## src/rtl/wb_arbiter.sv

```systemverilog
// Writeback arbiter: merges ALU results with FIFO-buffered load returns into the register file write port.
// Optional macro WB_XZR_DROP_EN makes register 31 a hard-wired zero register.
module wb_arbiter #(
  parameter int DATA_W = 64,
  parameter int DEPTH  = 4
) (
  input  logic                       clk,
  input  logic                       reset,
  input  logic                       aluValid,
  input  logic [4:0]                 aluAddr,
  input  logic [DATA_W-1:0]          aluData,
  input  logic                       ldValid,
  output logic                       ldReady,
  input  logic [4:0]                 ldAddr,
  input  logic [DATA_W-1:0]          ldData,
  output logic                       write,
  output logic [4:0]                 wrAddr,
  output logic [DATA_W-1:0]          wrData,
  input  logic [4:0]                 qAddrA,
  input  logic [4:0]                 qAddrB,
  output logic                       busyA,
  output logic                       busyB,
  output logic [$clog2(DEPTH):0]     fifoCount
);

  localparam int AW = $clog2(DEPTH);
  localparam int CW = AW + 1;

  logic [CW-1:0]     count_q, count_d;
  logic [AW-1:0]     head_q, tail_q;
  logic [DEPTH-1:0]  live_q, live_d;
  logic [4:0]        addr_q [DEPTH];
  logic [DATA_W-1:0] data_q [DEPTH];
  logic              write_q, write_d;
  logic [4:0]        wrAddr_q, wrAddr_d;
  logic [DATA_W-1:0] wrData_q, wrData_d;

  logic push, pop;
  logic aluZero, ldZero, qZeroA, qZeroB;

`ifdef WB_XZR_DROP_EN
  assign aluZero = (aluAddr == 5'd31);
  assign ldZero  = (ldAddr  == 5'd31);
  assign qZeroA  = (qAddrA  == 5'd31);
  assign qZeroB  = (qAddrB  == 5'd31);
`else
  assign aluZero = 1'b0;
  assign ldZero  = 1'b0;
  assign qZeroA  = 1'b0;
  assign qZeroB  = 1'b0;
`endif

  assign ldReady   = reset && (count_q < CW'(DEPTH));
  assign push      = ldValid && ldReady;
  assign pop       = !aluValid && (count_q != '0);
  assign write     = write_q;
  assign wrAddr    = wrAddr_q;
  assign wrData    = wrData_q;
  assign fifoCount = count_q;

  // The ALU result is younger than every buffered load, so matching entries lose their live bit.
  always_comb begin
    write_d  = 1'b0;
    wrAddr_d = wrAddr_q;
    wrData_d = wrData_q;
    live_d   = live_q;
    count_d  = count_q + CW'(push) - CW'(pop);

    if (aluValid) begin
      write_d = !aluZero;
      if (!aluZero) begin
        wrAddr_d = aluAddr;
        wrData_d = aluData;
      end
    end else if (pop && live_q[head_q]) begin
      write_d  = 1'b1;
      wrAddr_d = addr_q[head_q];
      wrData_d = data_q[head_q];
    end

    for (int i = 0; i < DEPTH; i++) begin
      if (aluValid && (addr_q[i] == aluAddr)) live_d[i] = 1'b0;
    end
    if (pop) live_d[head_q] = 1'b0;
    if (push) live_d[tail_q] = !(aluValid && (ldAddr == aluAddr)) && !ldZero;
  end

  always_ff @(posedge clk or negedge reset) begin
    if (!reset) begin
      count_q  <= '0;
      head_q   <= '0;
      tail_q   <= '0;
      live_q   <= '0;
      write_q  <= 1'b0;
      wrAddr_q <= '0;
      wrData_q <= '0;
    end else begin
      count_q  <= count_d;
      live_q   <= live_d;
      write_q  <= write_d;
      wrAddr_q <= wrAddr_d;
      wrData_q <= wrData_d;
      if (push) tail_q <= tail_q + 1'b1;
      if (pop)  head_q <= head_q + 1'b1;
    end
  end

  // Payload storage needs no reset: a slot is only read when its live bit or occupancy says so.
  always_ff @(posedge clk) begin
    if (push) begin
      addr_q[tail_q] <= ldAddr;
      data_q[tail_q] <= ldData;
    end
  end

  always_comb begin
    busyA = write_q && (wrAddr_q == qAddrA);
    busyB = write_q && (wrAddr_q == qAddrB);
    for (int i = 0; i < DEPTH; i++) begin
      if (live_q[i] && (addr_q[i] == qAddrA)) busyA = 1'b1;
      if (live_q[i] && (addr_q[i] == qAddrB)) busyB = 1'b1;
    end
    if (qZeroA) busyA = 1'b0;
    if (qZeroB) busyB = 1'b0;
  end

  a_noOverflow: assert property (@(posedge clk) disable iff (!reset)
    !(push && (count_q == CW'(DEPTH))));
  a_noUnderflow: assert property (@(posedge clk) disable iff (!reset)
    !(pop && (count_q == '0)));
  a_countBound: assert property (@(posedge clk) disable iff (!reset)
    count_q <= CW'(DEPTH));

endmodule

```

## config.mk

```make
export PLATFORM = sky130hd
export DESIGN_NAME = wb_arbiter
export DESIGN_NICKNAME = d
export VERILOG_FILES = /design/src/rtl/wb_arbiter.sv
export SDC_FILE = /design/constraint.sdc
export NUM_CORES = 1
export LEC_CHECK = 0
export CAP_MARGIN = 10
export CORE_MARGIN = 2
export CORE_UTILIZATION = 55
export CTS_CLUSTER_SIZE = 25
export DETAILED_ROUTE_END_ITERATION = 7
export PLACE_DENSITY = 0.81
export SYNTH_ARGS = -nofsm -noshare
export SYNTH_HDL_FRONTEND = slang
export SYNTH_SLANG_ARGS = --single-unit
```

## constraint.sdc

```tcl
create_clock -name clk -period 7.8 [get_ports clk]
set_input_delay 0.78 -clock clk [delete_from_list [all_inputs] [get_ports clk]]
set_output_delay 0.78 -clock clk [all_outputs]
set_load 0.05 [all_outputs]
```

Figure 1. Power grid.
The bar under the picture is 50 um long. Pins as bars on the die edge.
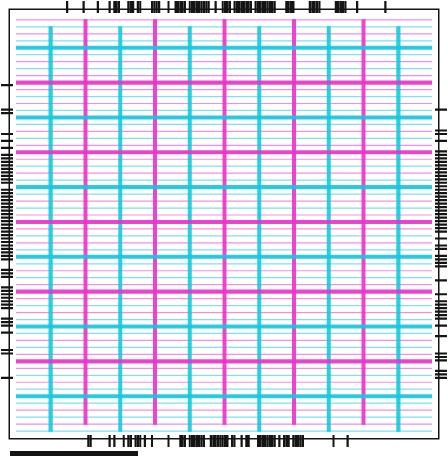
Key: cyan = VSS; magenta = VDD
The core has 59 rows. 228 signal pins sit on the boundary. 11 straps on met4. 60 met1 rails follow the rows.
worst vdd ir: 0.335 mV
die height: 167 um

Figure 2. Placement by cell class.
The bar under the picture is 50 um long.
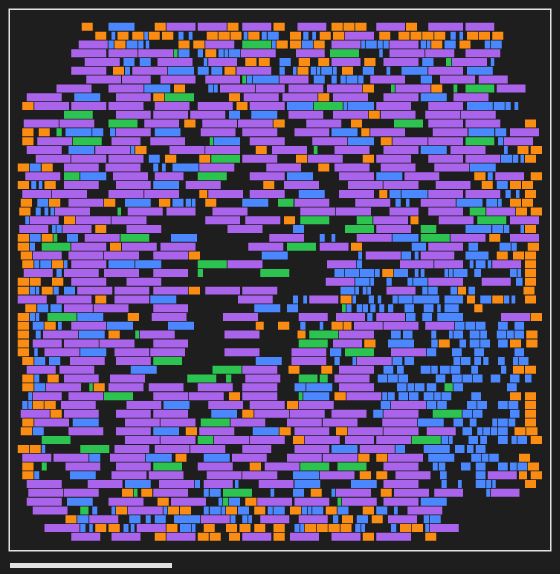
Key: purple = flops [cells 357]; blue = all other logic [cells 435]; orange = other buffers and delay cells [cells 237]; green = clock drivers and dummy loads [cells 68]

Figure 3. Routed clock nets over the placement.
The bar under the picture is 50 um long.
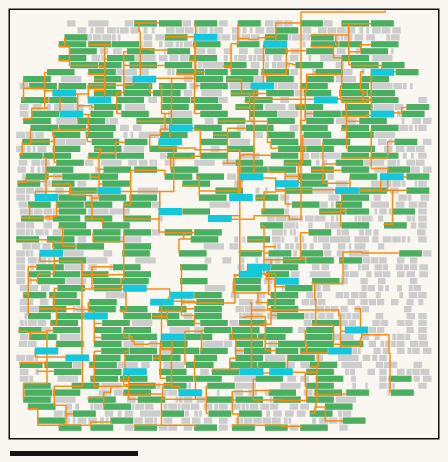
Key: orange = clock wires [length 3890 um]; cyan = cells driving clock nets [count 38]; green = flip-flops [count 357]
Position of the flops: widely spread. There are 39 routed clock nets.
Clk network pwr share: 0.252
clock distribution power: 1.65 mW

==> impl_metrics.yaml <==
# implementation run metrics
job:
  warnings: 32
worst_setup_path:
  crit_required_ns: 7.02
  r2r_start: "head_q[0]"
  end_kind: "primary output"
  path_class: "in2out"
  critical_path.cell_chain: "clkdlybuf4s50_1 -> xor2_1 -> nor4_1 -> and3_1 -> a31oi_1 -> nand4_1 -> clkdlybuf4s50_1"
final_layout:
  diodes: 0
  inv_count: 18
  drive_gt1_frac: 0.130
  final_core_util: 0.703
  seq_share: 0.564
  clk_share: 0.0631
  nonClkBufAreaFrac: 0.128
  syn_to_final_growth_pct: 25.2
  n_all_buffers: 237
status:
  run_status: "completed"
floorplanning:
  core_util_floorplan: 0.561
  rows: 59
logic_synthesis:
  ys_cells: 847
  yosysTopAreaCellShare: 0.567
  compound_area_frac: 0.0317
  numSynthFlops: 357
  synth_seq_share: 0.705
  synthTopCellsByCount: "edfxtp_1, dfrtp_1, nand2_1"
  netlist_instances: 847
  top_cell: "edfxtp_1"
power_and_ir_drop:
  seqPwrFrac: 0.400
  powerSeq_mw: 2.62
drt:
  routed_wl_um: 31200
  wl_met1_um: 12700
  top_layer_used: "met5"
grt:
  grt_pass1_wl_um: 49200
  grt_busiest_layer: "met2"
  antenna_found_initial: 2
clocking:
  cts_root_buf: "clkbuf_16"
  insertion_delay_ns: 0.51
  ctsResizeCount: 0
  cts_buffers: 38
final_timing:
  finalCriticalPeriod_ns: 3.77
  max_slew.worst_pin.slew_ns: 1.08
  finalClockPeriodUsage: 0.483
  fin_skew_ns: 0.0189
No activity file was given, so power comes from the tool's default toggle rates.
